**config.mk**
```make
export PLATFORM = sky130hd
export DESIGN_NAME = bip_datapath
export DESIGN_NICKNAME = d
export VERILOG_FILES = /design/src/rtl/bip_pkg.sv /design/src/rtl/bip_alu.sv /design/src/rtl/bip_datapath.sv
export SDC_FILE = /design/constraint.sdc
export NUM_CORES = 1
export LEC_CHECK = 0
export CAP_MARGIN = 40
export CORE_MARGIN = 3
export CORE_UTILIZATION = 45
export DETAILED_ROUTE_END_ITERATION = 6
export PLACE_DENSITY = 0.82
export SKIP_CTS_REPAIR_TIMING = 1
export SLEW_MARGIN = 20
export SYNTH_ARGS = -nofsm -noshare
export SYNTH_HDL_FRONTEND = slang
export SYNTH_SLANG_ARGS = --single-unit
```
**constraint.sdc**
```tcl
create_clock -name i_clk -period 4.27 [get_ports i_clk]
set_clock_uncertainty 0.2 [all_clocks]
set_input_delay 0.427 -clock i_clk [delete_from_list [all_inputs] [get_ports i_clk]]
set_output_delay 0.427 -clock i_clk [all_outputs]
set_load 0.005 [all_outputs]
```
**src/rtl/bip_pkg.sv**
```systemverilog
// -----------------------------------------------------------------------------
// bip_pkg
// Shared encodings for the BIP execution datapath.
//   - accumulator source select (sel_a) encodings
//   - ALU B-operand select (sel_b) and ALU op encodings
//   - bit positions of the {N,Z,C,V} status flags and their reset value
//   - clogb2: ceiling log2, used to size the data-memory address
// -----------------------------------------------------------------------------
package bip_pkg;

  typedef enum logic [1:0] {
    SEL_A_MEM  = 2'b00,  // load from data memory
    SEL_A_IMM  = 2'b01,  // load sign-extended operand
    SEL_A_ALU  = 2'b10,  // load ALU result
    SEL_A_NONE = 2'b11   // hold, never writes the accumulator
  } sel_a_e;

  localparam logic SEL_B_MEM = 1'b0;
  localparam logic SEL_B_IMM = 1'b1;

  localparam logic OP_SUB = 1'b0;
  localparam logic OP_ADD = 1'b1;

  localparam int FLG_N = 3;
  localparam int FLG_Z = 2;
  localparam int FLG_C = 1;
  localparam int FLG_V = 0;

  // The accumulator resets to zero, so only Z is set.
  localparam logic [3:0] FLAGS_RST = 4'b0100;

  // Number of address bits needed to index `depth` words.
  function automatic int clogb2(input int depth);
    int result;
    result = 0;
    for (int val = depth - 1; val > 0; val = val >> 1) begin
      result = result + 1;
    end
    return result;
  endfunction

endpackage

```
**src/rtl/bip_alu.sv**
```systemverilog
// -----------------------------------------------------------------------------
// bip_alu
// Combinational add/sub unit of the BIP datapath.
//   a, b  in  NB_BITS  operands (a is the accumulator)
//   op    in  1        OP_ADD / OP_SUB
//   res   out NB_BITS  result
//   c     out 1        carry out (add) or borrow (sub, a < b unsigned)
//   v     out 1        signed overflow
// Build option: BIP_SATURATE_EN clamps overflowing results to the most
// positive / most negative value instead of wrapping; v is still reported.
// -----------------------------------------------------------------------------
module bip_alu
  import bip_pkg::*;
#(
  parameter int NB_BITS = 16
) (
  input  logic [NB_BITS-1:0] a,
  input  logic [NB_BITS-1:0] b,
  input  logic               op,
  output logic [NB_BITS-1:0] res,
  output logic               c,
  output logic               v
);

  logic [NB_BITS:0] wide;
  logic             sign_a;
  logic             sign_b;
  logic             sign_r;

  // NOTE: every signal driven here gets a value on every path through the
  // block; a path that leaves one unassigned would infer a latch.
  always_comb begin
    // One extra bit: for add it is the carry, for sub it is set exactly
    // when the unsigned subtraction borrows.
    if (op == OP_ADD) begin
      wide = {1'b0, a} + {1'b0, b};
    end else begin
      wide = {1'b0, a} - {1'b0, b};
    end

    sign_a = a[NB_BITS-1];
    sign_b = b[NB_BITS-1];
    sign_r = wide[NB_BITS-1];
    c      = wide[NB_BITS];

    if (op == OP_ADD) begin
      v = (sign_a == sign_b) && (sign_r != sign_a);
    end else begin
      v = (sign_a != sign_b) && (sign_r != sign_a);
    end

    res = wide[NB_BITS-1:0];
`ifdef BIP_SATURATE_EN
    // In both add and sub, an overflow always goes in the direction of a's
    // sign: a non-negative a can only overflow upwards.
    if (v) begin
      res = sign_a ? {1'b1, {(NB_BITS-1){1'b0}}} : {1'b0, {(NB_BITS-1){1'b1}}};
    end
`endif
  end

endmodule

```
**src/rtl/bip_datapath.sv**
```systemverilog
// -----------------------------------------------------------------------------
// bip_datapath
// Execution datapath of the BIP single-cycle processor. Holds the
// accumulator, the {N,Z,C,V} flags and a count of accumulator writes, and
// drives an external data memory with same-cycle read.
//
// Ports:
//   i_clk         in   1        clock, rising edge
//   i_rst         in   1        synchronous reset, active-low
//   i_data_ins    in   NB_SIGX  operand field from control
//   i_sel_a       in   2        accumulator source (see bip_pkg::sel_a_e)
//   i_sel_b       in   1        ALU B select: memory data / immediate
//   i_wr_acc      in   1        accumulator write enable
//   i_op_code     in   1        1 = add, 0 = sub
//   i_wr          in   1        data-memory write request
//   i_rd          in   1        data-memory read request
//   i_mem_rdata   in   NB_BITS  data-memory read data (same cycle)
//   o_mem_addr    out  NB_ADDR  data-memory address (low operand bits)
//   o_mem_wdata   out  NB_BITS  data-memory write data (current acc)
//   o_mem_wr      out  1        data-memory write strobe
//   o_mem_rd      out  1        data-memory read strobe
//   o_acc         out  NB_BITS  accumulator
//   o_flags       out  4        {N,Z,C,V}
//   o_acc_wr_cnt  out  NB_CNT   accumulator writes since reset (wraps)
//
// Build option: BIP_SATURATE_EN (see bip_alu).
// -----------------------------------------------------------------------------
module bip_datapath
  import bip_pkg::*;
#(
  parameter  int NB_BITS        = 16,
  parameter  int NB_SIGX        = 11,
  parameter  int DATA_MEM_DEPTH = 1024,
  parameter  int NB_CNT         = 32,
  localparam int NB_ADDR        = clogb2(DATA_MEM_DEPTH)
) (
  input  logic               i_clk,
  input  logic               i_rst,
  input  logic [NB_SIGX-1:0] i_data_ins,
  input  logic [1:0]         i_sel_a,
  input  logic               i_sel_b,
  input  logic               i_wr_acc,
  input  logic               i_op_code,
  input  logic               i_wr,
  input  logic               i_rd,
  input  logic [NB_BITS-1:0] i_mem_rdata,
  output logic [NB_ADDR-1:0] o_mem_addr,
  output logic [NB_BITS-1:0] o_mem_wdata,
  output logic               o_mem_wr,
  output logic               o_mem_rd,
  output logic [NB_BITS-1:0] o_acc,
  output logic [3:0]         o_flags,
  output logic [NB_CNT-1:0]  o_acc_wr_cnt
);

  sel_a_e             sel_a;
  logic [NB_BITS-1:0] imm;
  logic [NB_BITS-1:0] alu_b;
  logic [NB_BITS-1:0] alu_res;
  logic               alu_c;
  logic               alu_v;
  logic               acc_we;

  logic [NB_BITS-1:0] acc;
  logic [NB_BITS-1:0] acc_next;
  logic [3:0]         flags;
  logic [3:0]         flags_next;
  logic [NB_CNT-1:0]  cnt;

  assign sel_a = sel_a_e'(i_sel_a);
  assign imm   = {{(NB_BITS-NB_SIGX){i_data_ins[NB_SIGX-1]}}, i_data_ins};
  assign alu_b = (i_sel_b == SEL_B_IMM) ? imm : i_mem_rdata;

  // SEL_A_NONE suppresses the write even when i_wr_acc is asserted.
  assign acc_we = i_wr_acc && (sel_a != SEL_A_NONE);

  bip_alu #(
    .NB_BITS (NB_BITS)
  ) u_alu (
    .a   (acc),
    .b   (alu_b),
    .op  (i_op_code),
    .res (alu_res),
    .c   (alu_c),
    .v   (alu_v)
  );

  always_comb begin
    acc_next = acc;
    case (sel_a)
      SEL_A_MEM: acc_next = i_mem_rdata;
      SEL_A_IMM: acc_next = imm;
      SEL_A_ALU: acc_next = alu_res;
      default:   acc_next = acc;
    endcase

    // N/Z follow the value being written; C/V only carry meaning for
    // arithmetic and are cleared by plain loads.
    flags_next        = flags;
    flags_next[FLG_N] = acc_next[NB_BITS-1];
    flags_next[FLG_Z] = (acc_next == '0);
    flags_next[FLG_C] = (sel_a == SEL_A_ALU) ? alu_c : 1'b0;
    flags_next[FLG_V] = (sel_a == SEL_A_ALU) ? alu_v : 1'b0;
  end

  // NOTE: state registers use non-blocking assignments so every register
  // samples the pre-edge values, independent of statement order.
  always_ff @(posedge i_clk) begin
    if (!i_rst) begin
      acc   <= '0;
      flags <= FLAGS_RST;
      cnt   <= '0;
    end else if (acc_we) begin
      acc   <= acc_next;
      flags <= flags_next;
      cnt   <= cnt + NB_CNT'(1);
    end
  end

  // Write data is the registered accumulator, so a store issued together
  // with an accumulator write sees the old value.
  assign o_mem_addr   = i_data_ins[NB_ADDR-1:0];
  assign o_mem_wdata  = acc;
  assign o_mem_wr     = i_wr & i_rst;
  assign o_mem_rd     = i_rd & i_rst;
  assign o_acc        = acc;
  assign o_flags      = flags;
  assign o_acc_wr_cnt = cnt;

endmodule

```
Run 1, pin placement:
Pins as bars across the die edge, other pins in grey.
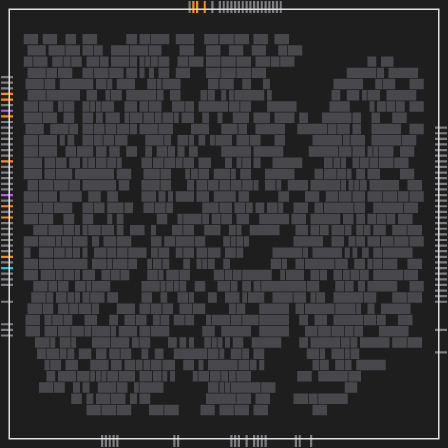
orange -> o_mem_addr  # pins 10, direction output, edge 7 west, 3 north
cyan -> i_sel_b  # pins 1, direction input, edge west
purple -> i_sel_a  # pins 2, direction input, edge west
all pins by edge = 42 west, 34 east, 22 north, 18 south

Run 1, clock nets:
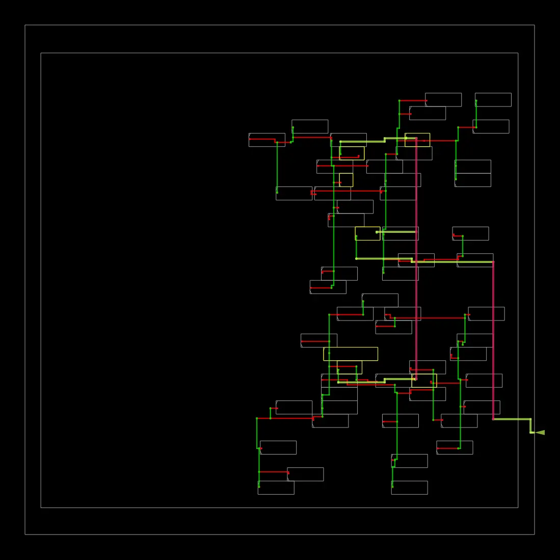
FFs & Latches: 51
clock group power: 328 uW
total CTS buffers: 5
clock sink count: 51

Run 1, routed clock nets over the placement:
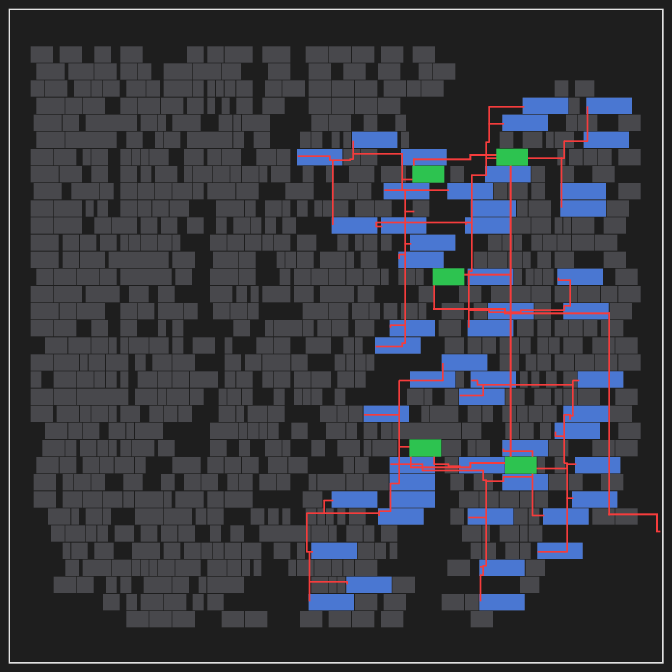
red -> clock wires  # length 604 um
green -> clock drivers  # count 5
blue -> flip-flops  # count 51
routed clock nets = 6

==> results.yml, run 1 <==
# synthesis and place-and-route metrics
outcome:
  status: "finished clean"
logic_synthesis:
  fp_nets: 606
  synth_top_area_share_pct: 23.8
  synth_cells: 545
  syn_area_um2: 4290
  synth_flops: 51
  synth_area_per_cell_um2: 7.87
  edf_count: 0
  yosys_warnings: 0
  ys.flop_type: "dfxtp_1"
  ys_cells: 545
  common_cells: "dfxtp_1 (51), nand2_1 (48), xnor2_1 (39), and2_1 (37), nor2_1 (35)"
  synth_cell_type_count: 59
  yosys_area_um2: 4290
  async_flop_share_pct: 0
  topCellsByArea: "dfxtp_1 (24%), xnor2_1 (8.0%), ha_1 (7.0%)"
  top_cell: "dfxtp_1"
  top_area_cell: "dfxtp_1"
  ys_seq_share_pct: 23.8
global_route:
  antenna_found_initial: 0
  grt_start_max_net_pins: 55
  track_usage_pct: 23.8
  first_global_vias: 4540
  grt.overflow.total: 0
  grt_first_pass_wirelength_um: 21700
timing:
  max-slew-margin-rel_pct: 62.3
  min_period_ns: 4.13
  hold_slack_ns: 0.266
  fmax_mhz: 242
  final-max-slew-violation-count: 0
  finalSetupViolations: 0
  hold_violations: 0
  tns_ns: 0
  finalCritPeriodShare_pct: 96.7
  worst_pin_slew_ns: 0.559
worst_setup_path:
  worstPathCellList: "clkdlybuf4s50_1, nor3b_2, or2_2, and2_1, a21oi_1, xnor2_1, ha_1, a2111o_1, o21a_1, or3_1, a2111o_1, a311oi_2, nand4b_1, o31ai_2"
  cp-start-kind: "primary input"
  critPathSlowestCell: "clkdlybuf4s50_1"
  endpoint: "o_flags[2]"
  reg2reg_depth: 10
  cp.required_ns: 4.29
  r2r-end: "o_flags[2]"
  crit_buf_inv: 1
  reg2reg_slack_ns: 0.93
  worstPathMaxFanout: 4
  slowest_delay_ns: 0.49
  critPathLaunch: "i_data_ins[3]"
  critPathArrivalTime_ns: 4.15
  cp.depth: 14
  endpoint_kind: "flip-flop"
  crit_top_cell: "a2111o_1"
  crit_family: "AND-OR/OR-AND gates"
  criticalPathCategory: "in2reg"
  regToRegStartpoint: "o_acc[0]"
die:
  fp.dieW_um: 104
  die_y_um: 104
  fp_util_pct: 47.8
  rows: 34
  core_area_um2: 8980
  die_area_um2: 10700
  io_pins: 116
layout:
  drive_above_1_share_pct: 20.3
  combGateArea_um2: 3070
  layout_top_cell: "clkdlybuf4s50_1"
  antenna_cells: 0
  seq_area_um2: 1020
  instances_no_fill: 841
  nets: 776
  n_fill_cell: 684
  area_growth_pct: 47.4
  final_cell_mix: "clkdlybuf4s50_1 (100), buf_4 (99), dfxtp_1 (51)"
drt:
  drtIter0Drc: 278
  wirelength_um: 14000
  drcViolationCount: 0
  first_pass_iters: 5
  viasPerCell: 5.63
  wl_per_cell_um: 16.6
  via_count: 4731
  ant_nets: 0
pwr:
  finalPower_mw: 1.52
  ir_drop_mv: 0.175
  leakagePower_nw: 2.71
  power_density_nw_per_um2: 241
placed_design:
  dpl.cell_count: 828
  hpwl_um: 10700
  io_buffers: 115
  gp_routability_congestion: 0.929
worst_hold_path:
  hold_path.class: "reg2reg"
  hold_path_end: "o_flags[0]"
  hold_path_startpoint: "o_flags[0]"
  min_path_cells: 2
clock_tree:
  insertion_delay_ns: 0.31
  cts_buffer_depth: 2
  cts_tree: "done"
  cts.clk_slew.worst_paths_ns: 0.08
  clockRootBuffer: "clkbuf_8"
  htreeDepth: 2
flow_run:
  log.warning_count: 32
  maxCapViolCount: 0
[run 1: cells by family after synthesis]
kind of cell	synth area share [%]
AOI/OAI and AO/OA	20.6
xor gates and xnor gates	10.6
adders and majority gates	7.47
buffers and inverters	7.73
DFF	23.8
muxes	5.31
and+or+nand+nor	24.5
[run 1: worst reg2reg max path, cell delays in order, from the launching register on]
cell and delay [ns]:
dfxtp_1 0.37, ha_1 0.25, fa_1 0.41, a211oi_1 0.41
o21ai_1 0.15, xor2_1 0.15, mux2_2 0.28, a2111o_1 0.44
a311oi_2 0.28, nand4b_1 0.15, o31ai_2 0.18
[run 1: registers in the layout (all words and copies together) (netlist names)]
signal / flops
o_acc: 16
o_flags: 3
o_acc_wr_cnt: 32
[run 1: through the flow]
stage	util [%]	area [um2]	setup slack, ns
after global placement	66.9	6000	-0.409
after global routing	70.4	6320	-0.0844
after CTS	68.1	6110	-0.219
after floorplan	-	4290	0.0823
final	70.4	6320	0.139
after detailed placement	66.9	6000	-0.513
[run 1: per-layer routing]
layer | routed length (um) | vias up | track usage, %
met1 | 6030 | 2222 | 30.6
met2 | 6740 | 213 | 40.9
met3 | 927 | 28 | 3.67
met4 | 310 | 0 | 7.50
met5 | 0 | - | 0
li1 | - | 2268 | -
[run 1: power breakdown]
group / switching (mW) / internal, mW / total (mW)
clock network: 0.157 / 0.171 / 0.328
registers: 0.0304 / 0.491 / 0.522
logic: 0.310 / 0.363 / 0.672
total: 0.497 / 1.03 / 1.52
[run 1: area by class of cell]
cell class	count	share of cell area [%]
multi-input cells	433	48.5
repair buffers	215	30.6
flip-flops and latches	51	16.2
well taps	126	2.49
clock buffers	5	1.09
clock inverters	2	0.594
inverters	9	0.534
Run 1, cells by drive strength:
Bar = 20 um.
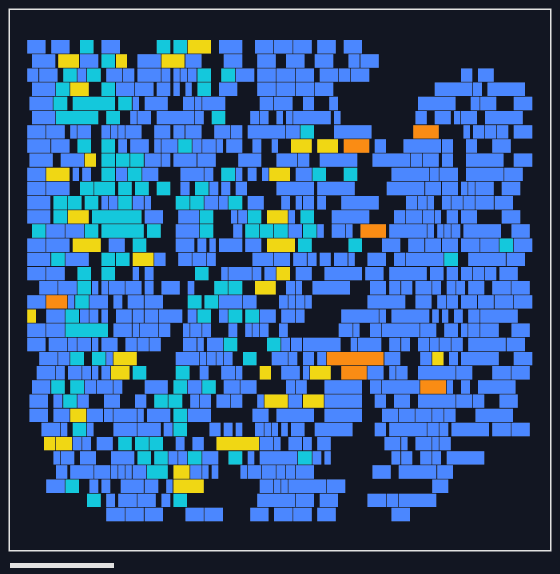

--- run 2 (diff from run 1) ---
- CELL_PAD_IN_SITES_DETAIL_PLACEMENT: unset -> 1
- CELL_PAD_IN_SITES_GLOBAL_PLACEMENT: unset -> 1
- CORE_UTILIZATION: 45 -> 32
- PLACE_DENSITY: 0.82 -> 0.81
Run 2, cells by drive strength:
Bar = 20 um.
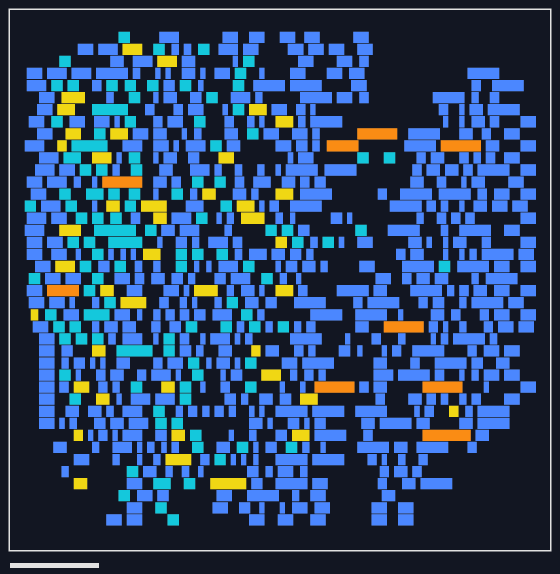
cyan -> _3 and _4 cells  # cells 109
orange -> _6 and larger  # cells 9
blue -> _0 and _1 cells  # cells 558
yellow -> _2 cells  # cells 41

Run 2, placement by cell class:
Bar = 20 um.
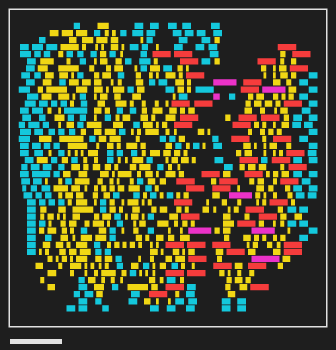
red -> flops  # cells 51, share of their area 16%
cyan -> other buffers and delay cells  # cells 217, share of their area 31%
yellow -> combinational and other logic  # cells 442, share of their area 50%
magenta -> clock drivers and dummy loads  # cells 7, share of their area 2.6%

==> run 2 against run 1 <==
Sequential cell count stayed put. Critical path depth stayed put. Register-to-register slack worse by 0.10 ns. Sequential power hardly changed. Synthesized area stayed put. Synthesized cell count stayed put. Worst setup slack worse by 0.11 ns. Hold slack better by 0.016 ns. Clock power is 36% higher.
==> results.yml, run 2 <==
# synthesis and place-and-route metrics
drt:
  first_pass_iters: 4
  wirelength_um: 17000
  drcViolationCount: 0
  via_count: 4716
  viasPerCell: 5.30
  wl_per_cell_um: 19.1
global_route:
  grt_start_max_net_pins: 53
  use_met3_pct: 2.18
  grt.overflow.total: 0
  top_usage_layer: "met2"
  grt_first_pass_wirelength_um: 25600
  track_usage_pct: 21.5
worst_setup_path:
  criticalPathCategory: "in2reg"
  critPathSlowestCell: "clkdlybuf4s50_1"
  critPathLaunch: "i_data_ins[2]"
  r2r-end: "o_flags[2]"
  crit_top_cell: "a2111o_1"
  slowest_delay_ns: 0.51
  crit_family: "AND-OR/OR-AND gates"
  cp.required_ns: 4.28
  reg2reg_slack_ns: 0.83
  worstPathCellList: "clkdlybuf4s50_1, nor3b_2, or2_2, and2_1, a21oi_2, xnor2_2, ha_1, a2111o_1, o21a_1, or3_1, a2111o_1, a311oi_2, nand4b_1, o31ai_2"
  reg2reg_depth: 10
  crit_buf_inv: 1
  endpoint_kind: "flip-flop"
logic_synthesis:
  yosys_area_um2: 4290
  netlist_logic_family_top: "simple AND/OR/NAND/NOR gates"
  synth_top_area_share_pct: 23.8
  yosys_warnings: 0
  synth_flops: 51
  xor_share_pct: 10.6
  synth_cells: 545
  synth_cell_type_count: 59
  topCellsByArea: "dfxtp_1 (24%), xnor2_1 (8.0%), ha_1 (7.0%)"
  top_cell: "dfxtp_1"
  fp_nets: 606
  syn_area_um2: 4290
  common_cells: "dfxtp_1 (51), nand2_1 (48), xnor2_1 (39), and2_1 (37), nor2_1 (35)"
  async_flop_share_pct: 0
  synth_area_per_cell_um2: 7.87
worst_hold_path:
  hold_path_startpoint: "o_flags[1]"
  hold_path_end: "o_flags[1]"
  hold_path.class: "reg2reg"
clock_tree:
  htreeDepth: 2
  numCtsBuffers: 5
  cts_buffer_depth: 2
  insertion_delay_ns: 0.29
timing:
  worst_pin_slew_ns: 0.502
  tns_ns: 0
  finalSetupViolations: 0
  min_period_ns: 4.24
  fmax_mhz: 236
outcome:
  status: "finished clean"
flow_run:
  log.warning_count: 32
  maxCapViolCount: 0
pwr:
  power_density_nw_per_um2: 257
  leakagePower_nw: 2.78
die:
  fp_util_pct: 33.3
  core_area_um2: 12900
  die_y_um: 122
  die_area_um2: 14800
layout:
  final_cell_mix: "clkdlybuf4s50_1 (102), buf_4 (99), dfxtp_1 (51)"
  drive_above_1_share_pct: 22.2
  largest_reg_flops: 32
  n_fill_cell: 1528
  area_growth_pct: 52.7
placed_design:
  hpwl_um: 13200
  dpl.cell_count: 875
Run 2, pin placement:
Pins as bars across the die edge, other pins in grey.
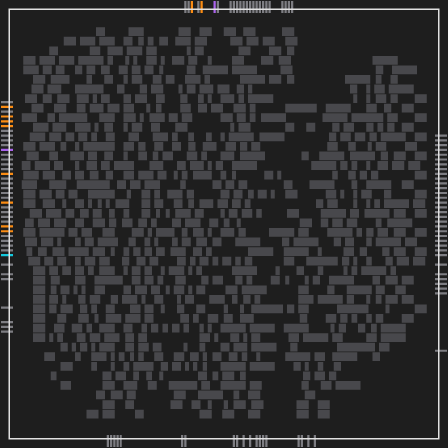
purple -> i_sel_a  # pins 2, direction input, edge 1 west, 1 north
orange -> o_mem_addr  # pins 10, direction output, edge 8 west, 2 north
cyan -> i_sel_b  # pins 1, direction input, edge west

-- run 2: routing by layer --
metal / part of all wire (%) / up-vias / wire, um
met3: 4.7 / 12 / 797
li1: - / 2262 / -
met2: 52 / 124 / 8900
met1: 42 / 2318 / 7120
met4: 0.86 / 0 / 146
met5: 0 / - / 0
-- run 2: where the power goes --
group	internal [mW]	switching, mW
clock	0.273	0.172
sequential	0.492	0.0318
combinational	0.377	0.335
total	1.14	0.539
-- run 2: layout make-up --
| cell class | instances | area [um2] | share of cell area (%) |
|---|---|---|---|
| multi-input combinational | 433 | 3130 | 47.8 |
| timing repair buffer | 217 | 1980 | 30.3 |
| sequential | 51 | 1020 | 15.6 |
| tap | 172 | 215 | 3.29 |
| clock buffer | 5 | 125 | 1.91 |
| clock inverter | 2 | 37.5 | 0.573 |
| inverter | 9 | 33.8 | 0.516 |
-- run 2: kinds of logic after synthesis --
kind of cell,Yosys count
AND-OR/OR-AND,131
XOR/XNOR,52
adder cells (fa/ha/maj),25
buffers and inverters,61
flip-flops,51
multiplexers,21
AND/OR/NAND/NOR,204
-- run 2: worst reg2reg max path, cell delays in order (launching register included) --
cell and delay, ns:
dfxtp_1 0.37, ha_1 0.26, fa_1 0.43, a211oi_1 0.40, o21ai_1 0.15, xor2_1 0.15
mux2_2 0.28, a2111o_1 0.42, a311oi_2 0.29, nand4b_1 0.15, o31ai_2 0.25
-- run 2: metrics by stage --
stage               area, um2  setup WS, ns
global placement         6090        -0.447
detailed placement       6090        -0.672
finish                   6550        0.0315
global route             6550       -0.0646
CTS                      6260        -0.386
floorplan                4290        0.0823
Power figures rest on the tool's default switching activity, not on a simulated workload.
